`config.mk`:
```
export PLATFORM = sky130hd
export DESIGN_NAME = fifo_flex
export DESIGN_NICKNAME = d
export VERILOG_FILES = /design/src/rtl/fifo_pkg.sv /design/src/rtl/fifo_ram.sv /design/src/rtl/fifo_flex.sv
export SDC_FILE = /design/constraint.sdc
export NUM_CORES = 1
export LEC_CHECK = 0
export ABC_AREA = 1
export CAP_MARGIN = 0
export CORE_MARGIN = 2
export CORE_UTILIZATION = 41
export DETAILED_ROUTE_END_ITERATION = 10
export PLACE_DENSITY_LB_ADDON = 0.3
export SLEW_MARGIN = 30
export SYNTH_ARGS = -nofsm -noshare
export SYNTH_HDL_FRONTEND = slang
export SYNTH_SLANG_ARGS = --single-unit
```
`constraint.sdc`:
```
create_clock -name clk_i -period 2.32 [get_ports clk_i]
set_clock_uncertainty 0.1 [all_clocks]
set_input_delay 0.348 -clock clk_i [delete_from_list [all_inputs] [get_ports clk_i]]
set_output_delay 0.348 -clock clk_i [all_outputs]
set_load 0.1 [all_outputs]
```
`src/rtl/fifo_pkg.sv`:
```
// Shared types and helper functions for the flexible-depth FIFO.
package fifo_pkg;

   typedef enum logic {
      FIFO_STD  = 1'b0,
      FIFO_FWFT = 1'b1
   } fifo_mode_e;

   function automatic int calc_cw(input int depth);
      return $clog2(depth + 1);
   endfunction

   function automatic fifo_mode_e mode_of(input int fwft);
      return (fwft != 0) ? FIFO_FWFT : FIFO_STD;
   endfunction

   // Wrap by compare so any depth works, not just powers of two.
   function automatic int ptr_next(input int ptr, input int depth);
      return (ptr >= depth - 1) ? 0 : ptr + 1;
   endfunction

endpackage

```
`src/rtl/fifo_ram.sv`:
```
// Simple dual-port storage: one write port, one registered read port.
// The array has no reset so it maps onto block RAM.
module fifo_ram #(
   parameter int WIDTH = 8,
   parameter int DEPTH = 4,
   parameter int AW    = 2
) (
   input  logic             clk_i,
   input  logic             wr_en_i,
   input  logic [AW-1:0]    wr_addr_i,
   input  logic [WIDTH-1:0] wr_data_i,
   input  logic             rd_en_i,
   input  logic [AW-1:0]    rd_addr_i,
   output logic [WIDTH-1:0] rd_data_o
);

   logic [WIDTH-1:0] r_mem [DEPTH];
   logic [WIDTH-1:0] r_rd_data;

   // Read-before-write on a shared address: the read returns the old word.
   always_ff @(posedge clk_i) begin
      if (wr_en_i) r_mem[wr_addr_i] <= wr_data_i;
      if (rd_en_i) r_rd_data <= r_mem[rd_addr_i];
   end

   assign rd_data_o = r_rd_data;

endmodule

```
`src/rtl/fifo_flex.sv`:
```
// Synchronous FIFO with arbitrary depth, standard or first-word-fall-through
// read, fill count, flush and sticky overflow/underflow flags.
module fifo_flex
   import fifo_pkg::*;
#(
   parameter int  WIDTH = 8,
   parameter int  DEPTH = 4,
   parameter int  FWFT  = 0,
   localparam int CW    = calc_cw(DEPTH)
) (
   input  logic             clk_i,
   input  logic             rst_i,
   input  logic             flush_i,
   input  logic             wr_dv_i,
   input  logic [WIDTH-1:0] wr_data_i,
   input  logic [CW-1:0]    AF_level_i,
   output logic             AF_flag_o,
   output logic             full_o,
   input  logic             rd_en_i,
   output logic             rd_dv_o,
   output logic [WIDTH-1:0] rd_data_o,
   input  logic [CW-1:0]    AE_level_i,
   output logic             AE_flag_o,
   output logic             empty_o,
   output logic [CW-1:0]    count_o,
   output logic             overflow_o,
   output logic             underflow_o,
   input  logic             err_clr_i
);

   localparam int              AW       = (DEPTH > 1) ? $clog2(DEPTH) : 1;
   localparam fifo_mode_e      MODE     = mode_of(FWFT);
   localparam bit              IS_FWFT  = (MODE == FIFO_FWFT);
   localparam logic [CW-1:0]   DEPTH_CW = CW'(DEPTH);

   logic [AW-1:0]    r_wr_ptr;
   logic [AW-1:0]    r_rd_ptr;
   logic [CW-1:0]    r_count;
   logic             r_rd_dv;
   logic             r_sel_byp;
   logic [WIDTH-1:0] r_byp_data;
   logic             r_ovf;
   logic             r_udf;

   logic [WIDTH-1:0] w_ram_q;
   logic             w_full;
   logic             w_empty;
   logic             w_mem_empty;
   logic             w_rd_acc;
   logic             w_wr_acc;
   logic             w_out_free;
   logic             w_ram_rd;
   logic             w_ram_wr;
   logic             w_byp;
   logic             w_ovf_set;
   logic             w_udf_set;

   assign w_full  = (r_count == DEPTH_CW);
   assign w_empty = (r_count == '0);
   // In FWFT mode the output register holds one of the counted entries.
   assign w_mem_empty = (r_count == {{(CW-1){1'b0}}, r_rd_dv});

   always_comb begin
      w_rd_acc   = 1'b0;
      w_udf_set  = 1'b0;
      w_wr_acc   = 1'b0;
      w_ovf_set  = 1'b0;
      w_out_free = 1'b0;
      w_ram_rd   = 1'b0;
      w_byp      = 1'b0;
      w_ram_wr   = 1'b0;

      if (IS_FWFT) begin
         w_rd_acc  = rd_en_i && r_rd_dv && !flush_i;
         w_udf_set = rd_en_i && !r_rd_dv && !flush_i;
      end else begin
         w_rd_acc  = rd_en_i && !w_empty && !flush_i;
         w_udf_set = rd_en_i && w_empty && !flush_i;
      end

      w_wr_acc  = wr_dv_i && !flush_i && (!w_full || w_rd_acc);
      w_ovf_set = wr_dv_i && !flush_i && !w_wr_acc;

      if (IS_FWFT) begin
         // Refill the output from RAM when it frees up; with nothing in RAM a
         // same-cycle write skips storage and lands in the bypass register.
         w_out_free = !r_rd_dv || w_rd_acc;
         w_ram_rd   = w_out_free && !w_mem_empty && !flush_i;
         w_byp      = w_out_free && w_mem_empty && w_wr_acc;
      end else begin
         w_ram_rd   = w_rd_acc;
      end

      w_ram_wr = w_wr_acc && !w_byp;
   end

   always_ff @(posedge clk_i or posedge rst_i) begin
      if (rst_i) begin
         r_wr_ptr   <= '0;
         r_rd_ptr   <= '0;
         r_count    <= '0;
         r_rd_dv    <= 1'b0;
         r_sel_byp  <= 1'b1;
         r_byp_data <= '0;
         r_ovf      <= 1'b0;
         r_udf      <= 1'b0;
      end else begin
         r_ovf <= w_ovf_set | (r_ovf & ~err_clr_i);
         r_udf <= w_udf_set | (r_udf & ~err_clr_i);
         if (flush_i) begin
            r_wr_ptr <= '0;
            r_rd_ptr <= '0;
            r_count  <= '0;
            r_rd_dv  <= 1'b0;
         end else begin
            if (w_ram_wr) r_wr_ptr <= AW'(ptr_next(int'(r_wr_ptr), DEPTH));
            if (w_ram_rd) r_rd_ptr <= AW'(ptr_next(int'(r_rd_ptr), DEPTH));
            r_count <= r_count + CW'(w_wr_acc) - CW'(w_rd_acc);
            if (IS_FWFT) r_rd_dv <= w_out_free ? (w_ram_rd || w_byp) : 1'b1;
            else         r_rd_dv <= w_rd_acc;
            // Selecting the zeroed bypass register keeps rd_data_o at 0 after reset.
            if (w_byp) begin
               r_sel_byp  <= 1'b1;
               r_byp_data <= wr_data_i;
            end else if (w_ram_rd) begin
               r_sel_byp  <= 1'b0;
            end
         end
      end
   end

   fifo_ram #(
      .WIDTH (WIDTH),
      .DEPTH (DEPTH),
      .AW    (AW)
   ) u_ram (
      .clk_i     (clk_i),
      .wr_en_i   (w_ram_wr),
      .wr_addr_i (r_wr_ptr),
      .wr_data_i (wr_data_i),
      .rd_en_i   (w_ram_rd),
      .rd_addr_i (r_rd_ptr),
      .rd_data_o (w_ram_q)
   );

   assign rd_data_o   = r_sel_byp ? r_byp_data : w_ram_q;
   assign rd_dv_o     = r_rd_dv;
   assign count_o     = r_count;
   assign full_o      = w_full;
   assign empty_o     = w_empty;
   assign AF_flag_o   = (r_count >= AF_level_i);
   assign AE_flag_o   = (r_count <= AE_level_i);
   assign overflow_o  = r_ovf;
   assign underflow_o = r_udf;

endmodule

```
**The metal 1 layer**

Bar = 20 µm. Supply wires on this layer in gray.
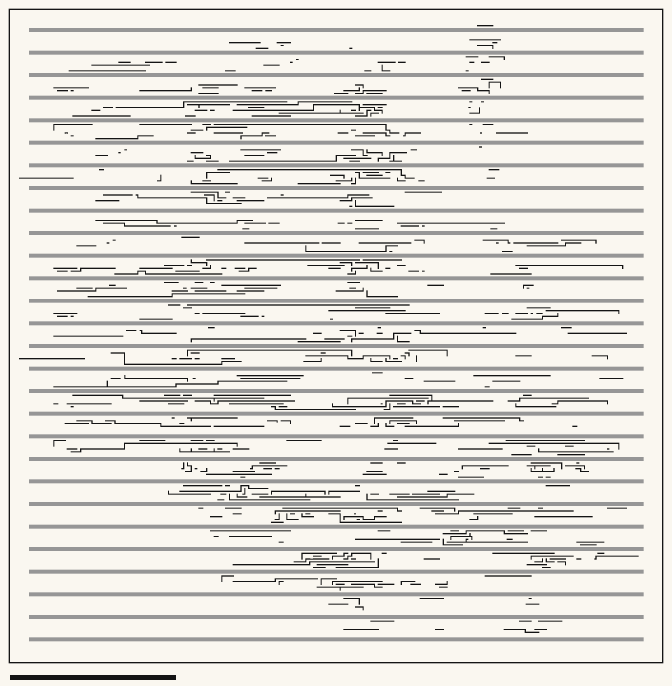
- share of all routed wire: 45%
- wire length on this layer: 1,830 µm

**The metal 2 layer**

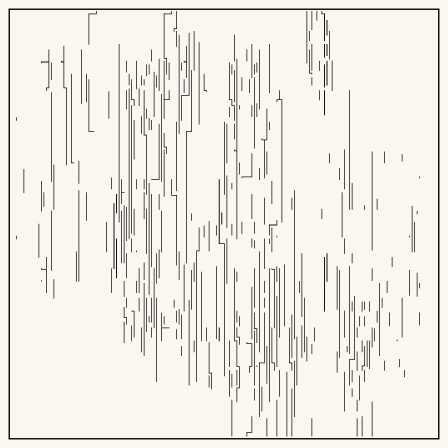
- main direction: vertical
- nets with wire on the layer: 216

**Met3 routing**

Bar = 20 µm.
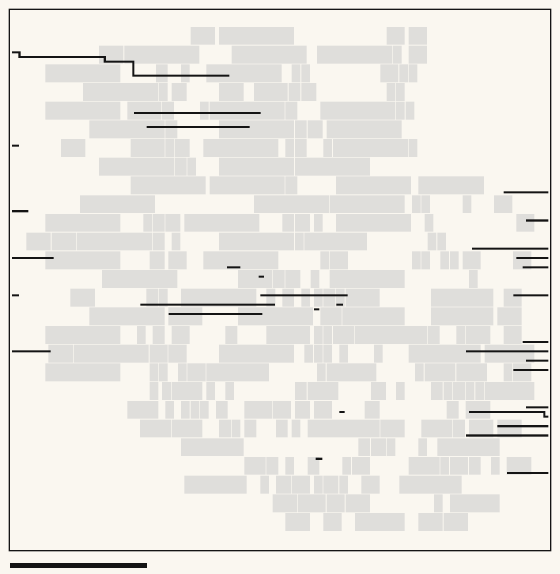
- longest straight run: 19.3 µm
- wire length on this layer: 226 µm
- main direction: horizontal
- nets with wire on the layer: 26
- share of all routed wire: 5.5%

**Gate families picked out**

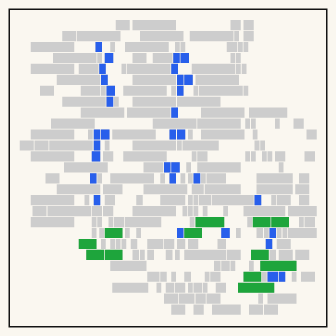
- blue: inverting AOI/OAI gates (cells 32)
- green: adder and majority cells (cells 12)

**Clock routing**

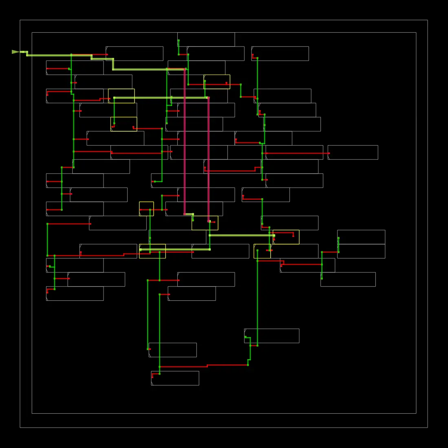
later-pin clock latency in the skew report: 0.30 ns
flip-flops: 51
# clock sinks: 51
P_clk: 0.536 mW
TritonCTS buffer count: 5

==> impl_metrics.csv <==
group,metric,value,unit
status,status,"completed",
sta,setup_tns,0,ns
clock_tree,cts.clk_slew.worst_paths,0.09,ns
final_layout,buffers,46,
detailed_routing,first_pass_iters,4,
detailed_routing,ant_nets,0,
power,switchingPower,1.64,mW
detailed_routing,drt-met1-wl,1830,µm
synth,synthTopCellsByArea,"edfxtp_1 (53%), dfrtp_1 (11%), ha_1 (6.0%), nor2_1 (5.6%), inv_1 (5.1%)",
sta,fin_crit_sh,92.7,%
critical_path,cp_cell_sequence,"nor2_2 > nand2_2 > nand2_1 > nand3_1 > o21ai_1 > ha_1 > inv_1 > fa_1 > nand2_1 > nand2_1 > nor2_1",
critical_path,cpMaxStageDelayCell,"dfrtp_4",
sta,fin_ws,0.170,ns
synth,ys_sh_simple,13.0,%
critical_path,cpPeakStageDelay,0.55,ns
synth,avgSynthCellArea,11.5,µm²
power,clockPowerShare,15.2,%
critical_path,worst_ep_arrival_time,2.28,ns
synth,synth.most_common_cell,"edfxtp_1",
synth,edf_count,40,
power,pg_seq,1.23,mW
final_layout,bufAreaShareNonClock,15.2,%
synth,synthAdderAreaFrac,6.92,%
power,cellPowerDensity,1200,nW/µm²
placed_design,placed_area,2820,µm²
sta,hold_slack,0.254,ns
final_layout,largest_reg_flops,32,
synth,yosysTopAreaCellShare,52.7,%
power,pg_comb,1.75,mW
final_layout,flop_area,1490,µm²
power,p_sw_share,46.7,%
final_layout,lay_top_count,"edfxtp_1",
synth,syn_inst,199,
final_layout,inv_count,34,
final_layout,fin_cells,320,
grt,grt_use_met3,4.25,%
critical_path,cp.required,2.45,ns
clock_tree,cts-root-buf,"clkbuf_8",
sta,period_needed,2.15,ns
final_layout,fill_cells,465,
placed_design,numPortBuffers,37,
final_layout,mostFrequentLayoutCells,"edfxtp_1 (40), nor2_1 (34), inv_1 (31), buf_4 (23), clkdlybuf4s50_1 (19)",
synth,ys_sh_aoi,7.63,%
power,intPower,1.87,mW
grt,track_usage,14.7,%
grt,use_met1,18.4,%
power,finalPower,3.52,mW
synth,xor_share,0.768,%
sta,setup_viol,0,
detailed_routing,met2_length,1970,µm
Power and IR drop assume default switching activity.
